==> src/rtl/block_emitter.sv <==
// Serialises begin/end commands into an ASCII stream ("begin " / "end "), one byte per cycle.
// Latency: first character one cycle after the command is accepted; back-to-back words have no gap.
// Backpressure: cmd_ready is high only in IDLE or on a trailing-space cycle; rejected commands are consumed.
module block_emitter #(
    parameter int DEPTH_W = 8
) (
    input  logic               clk,
    input  logic               reset,
    input  logic               cmd_valid,
    input  logic               cmd,
    output logic               cmd_ready,
    output logic               out_valid,
    output logic [7:0]         out,
    output logic [DEPTH_W-1:0] depth,
    output logic               error,
    output logic               balanced
);

    typedef enum logic [3:0] {
        IDLE = 4'd0,
        B_B  = 4'd1,
        B_E  = 4'd2,
        B_G  = 4'd3,
        B_I  = 4'd4,
        B_N  = 4'd5,
        B_SP = 4'd6,
        E_E  = 4'd7,
        E_N  = 4'd8,
        E_D  = 4'd9,
        E_SP = 4'd10
    } state_t;

    localparam logic [DEPTH_W-1:0] DEPTH_MAX = {DEPTH_W{1'b1}};
    localparam logic [DEPTH_W-1:0] DEPTH_ONE = {{(DEPTH_W-1){1'b0}}, 1'b1};

    state_t             state, state_nxt;
    logic [DEPTH_W-1:0] depth_nxt;
    logic               error_nxt;
    logic               accept;

    // State, depth and sticky error registers; reset abandons any word in flight.
    always_ff @(posedge clk or posedge reset) begin
        if (reset) begin
            state <= IDLE;
            depth <= '0;
            error <= 1'b0;
        end else begin
            state <= state_nxt;
            depth <= depth_nxt;
            error <= error_nxt;
        end
    end

    assign accept = cmd_valid && cmd_ready;

    // Next-state: walk the current word, and on a completed handshake either start a new word or flag a rejection.
    always_comb begin
        state_nxt = IDLE;
        depth_nxt = depth;
        error_nxt = error;
        case (state)
            B_B:     state_nxt = B_E;
            B_E:     state_nxt = B_G;
            B_G:     state_nxt = B_I;
            B_I:     state_nxt = B_N;
            B_N:     state_nxt = B_SP;
            E_E:     state_nxt = E_N;
            E_N:     state_nxt = E_D;
            E_D:     state_nxt = E_SP;
            default: state_nxt = IDLE;
        endcase
        if (accept) begin
            if (cmd) begin
                if (depth != DEPTH_MAX) begin
                    state_nxt = B_B;
                    depth_nxt = depth + DEPTH_ONE;
                end else begin
                    state_nxt = IDLE;
                    error_nxt = 1'b1;
                end
            end else begin
                if (depth != '0) begin
                    state_nxt = E_E;
                    depth_nxt = depth - DEPTH_ONE;
                end else begin
                    state_nxt = IDLE;
                    error_nxt = 1'b1;
                end
            end
        end
    end

    // Output decode depends on registered state only, so nothing follows cmd/cmd_valid combinationally.
    always_comb begin
        out       = 8'h00;
        out_valid = (state != IDLE);
        cmd_ready = (state == IDLE) || (state == B_SP) || (state == E_SP);
        case (state)
            B_B:     out = 8'h62;
            B_E:     out = 8'h65;
            B_G:     out = 8'h67;
            B_I:     out = 8'h69;
            B_N:     out = 8'h6E;
            E_E:     out = 8'h65;
            E_N:     out = 8'h6E;
            E_D:     out = 8'h64;
            B_SP:    out = 8'h20;
            E_SP:    out = 8'h20;
            default: out = 8'h00;
        endcase
    end

    assign balanced = (depth == '0) && !error;

endmodule

==> config.mk <==
export PLATFORM = sky130hd
export DESIGN_NAME = block_emitter
export DESIGN_NICKNAME = d
export VERILOG_FILES = /design/src/rtl/block_emitter.sv
export SDC_FILE = /design/constraint.sdc
export NUM_CORES = 1
export LEC_CHECK = 0
export CORE_MARGIN = 3
export CORE_UTILIZATION = 50
export CTS_CLUSTER_SIZE = 20
export DETAILED_ROUTE_END_ITERATION = 12
export PLACE_DENSITY = 0.79
export RECOVER_POWER = 25
export SETUP_SLACK_MARGIN = 0.02
export SYNTH_ARGS = -nofsm -noshare
export SYNTH_HDL_FRONTEND = slang
export SYNTH_SLANG_ARGS = --single-unit
==> constraint.sdc <==
create_clock -name clk -period 2.81 [get_ports clk]
set_input_delay 0.7025 -clock clk [delete_from_list [all_inputs] [get_ports clk]]
set_output_delay 0.7025 -clock clk [all_outputs]
set_load 0.02 [all_outputs]
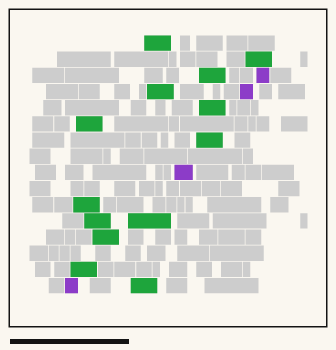
logic_types.png
Bar = 20 um.
green -> fa/ha/maj cells  # cells 13, most used ha_1
purple -> and/or cells  # cells 4, most used and2_1
Top cell excl fill/tap: clkdlybuf4s50_1
final std cells w/o fill: 168
logic share of the area: 52.5%

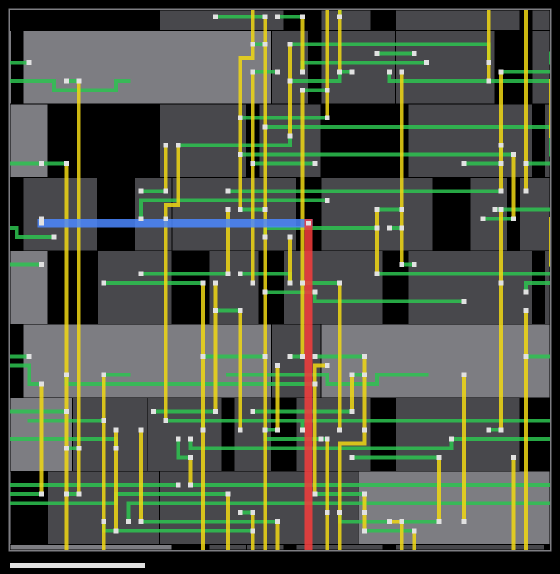
detail.png
Bar = 5 um. Region (17, 27) to (37, 47) um. Cells in gray, sequential cells in the stronger gray; small squares are vias.
red -> metal 4
yellow -> metal 2
blue -> metal 3
green -> metal 1
cells with their middle in the window = 27
netlist names of flops here include = state (4)
sequential cells in the window = 4
most frequent = ha_1 (4), dfrtp_1 (4)

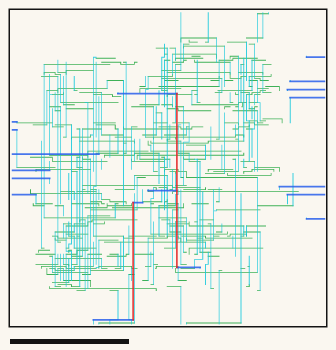
wires.png
Bar = 20 um.
red -> metal 4  # wire length 49.0 um
blue -> metal 3  # wire length 96.6 um
cyan -> metal 2  # wire length 1190 um
green -> metal 1  # wire length 1100 um
Vias: 908
total global-route track usage: 22.1%
WL per Instance: 14.5 um

==> results.json <==
{
  "grt_overflow": 0,
  "netlist_top_cells_count": "13 x dfrtp_1, 12 x ha_1, 8 x mux2_4, 6 x nand2_1",
  "use_met2_pct": 36.6,
  "syn_to_final_growth_pct": 31.2,
  "routabilityCongestion": 0.793,
  "antenna_cells": 0,
  "max_stage_delay_ps": 410,
  "fill_cells": 168,
  "switching_share_pct": 45.3,
  "die_y_um": 53.2,
  "nClkBuffers": 4,
  "synthesis.area_um2": 1110,
  "chip_area_um2": 2830,
  "synth_cell_types": 38,
  "ff_type": "dfrtp_1",
  "synthTopCellsByArea": "dfrtp_1 29%, ha_1 13%, mux2_4 11%",
  "ys_area_um2": 1110,
  "synth-edff-count": 0,
  "layout_top_registers": "depth (8), state (4), error (1)",
  "fin_skew_ps": 1.92,
  "synth_cells": 109,
  "min_from": "error$_DFFE_PP0P_",
  "endpoint_kind": "primary output",
  "drt_iter0_markers": 13,
  "grt_start_max_net_pins": 16,
  "worst_slack_ps": 149,
  "finalSetupTns_ps": 0,
  "h-tree-depth": 1,
  "p_leak_nw": 0.700,
  "p_seq_share_pct": 21.5,
  "slew_violations": 0,
  "status": "complete, no violations",
  "row_count": 16,
  "yosysMostFrequentCell": "dfrtp_1",
  "async_reset_ff_share_pct": 100,
  "nets": 159,
  "clock_latency_ps": 280,
  "final-hold-violation-count": 0,
  "buffers": 31,
  "p_comb_mw": 1.48,
  "slew_headroom_pct": 58.7,
  "worst_slew_pin_slew_ps": 616,
  "design_area_um2": 1460,
  "cellPowerDensity_nw_per_um2": 1400,
  "path_delay_family": "multiplexers",
  "avgViaCountPerCell": 5.40,
  "power_leader": "combinational logic",
  "yosys_register_bits": 13,
  "grt_busiest_layer": "met2",
  "initial_core_util_pct": 54.5,
  "yosys_warnings": 0,
  "flops": 13,
  "nNonClkInverters": 4,
  "critical_path_buf_inv_count": 2,
  "gr-usage-met3_pct": 3.94,
  "cts_resized": 2,
  "seq_share_pct": 22.3,
  "die_x_um": 53.2,
  "finalWirelength_um": 2440,
  "hold_depth": 1,
  "crit_path_cell_trace": "inv_1 -> ha_1 -> mux2_4 -> mux2_4 -> dlygate4sd2_1",
  "largest_class": "logic gates",
  "antenna_found_initial": 0,
  "grt_pass1_wl_um": 4420,
  "seq-power_mw": 0.438,
  "dr_wl_met2_um": 1190,
  "min_to": "error$_DFFE_PP0P_",
  "root_buffer": "clkbuf_4",
  "clock_cell_area_share_pct": 1.80,
  "port_buffers": 21,
  "drc": 0,
  "cts_tree": "yes",
  "wl_met3_um": 96,
  "maxCapViolations": 0,
  "crit_path_max_fanout": 5,
  "wl_met1_um": 1100,
  "warning_count": 31,
  "top_area_cell": "dfrtp_1",
  "yosysTopAreaCellShare_pct": 29.2,
  "r2r-end": "depth[6]$_DFFE_PP0P_",
  "cp-start-kind": "flip-flop",
  "yosysCellCount": 109
}
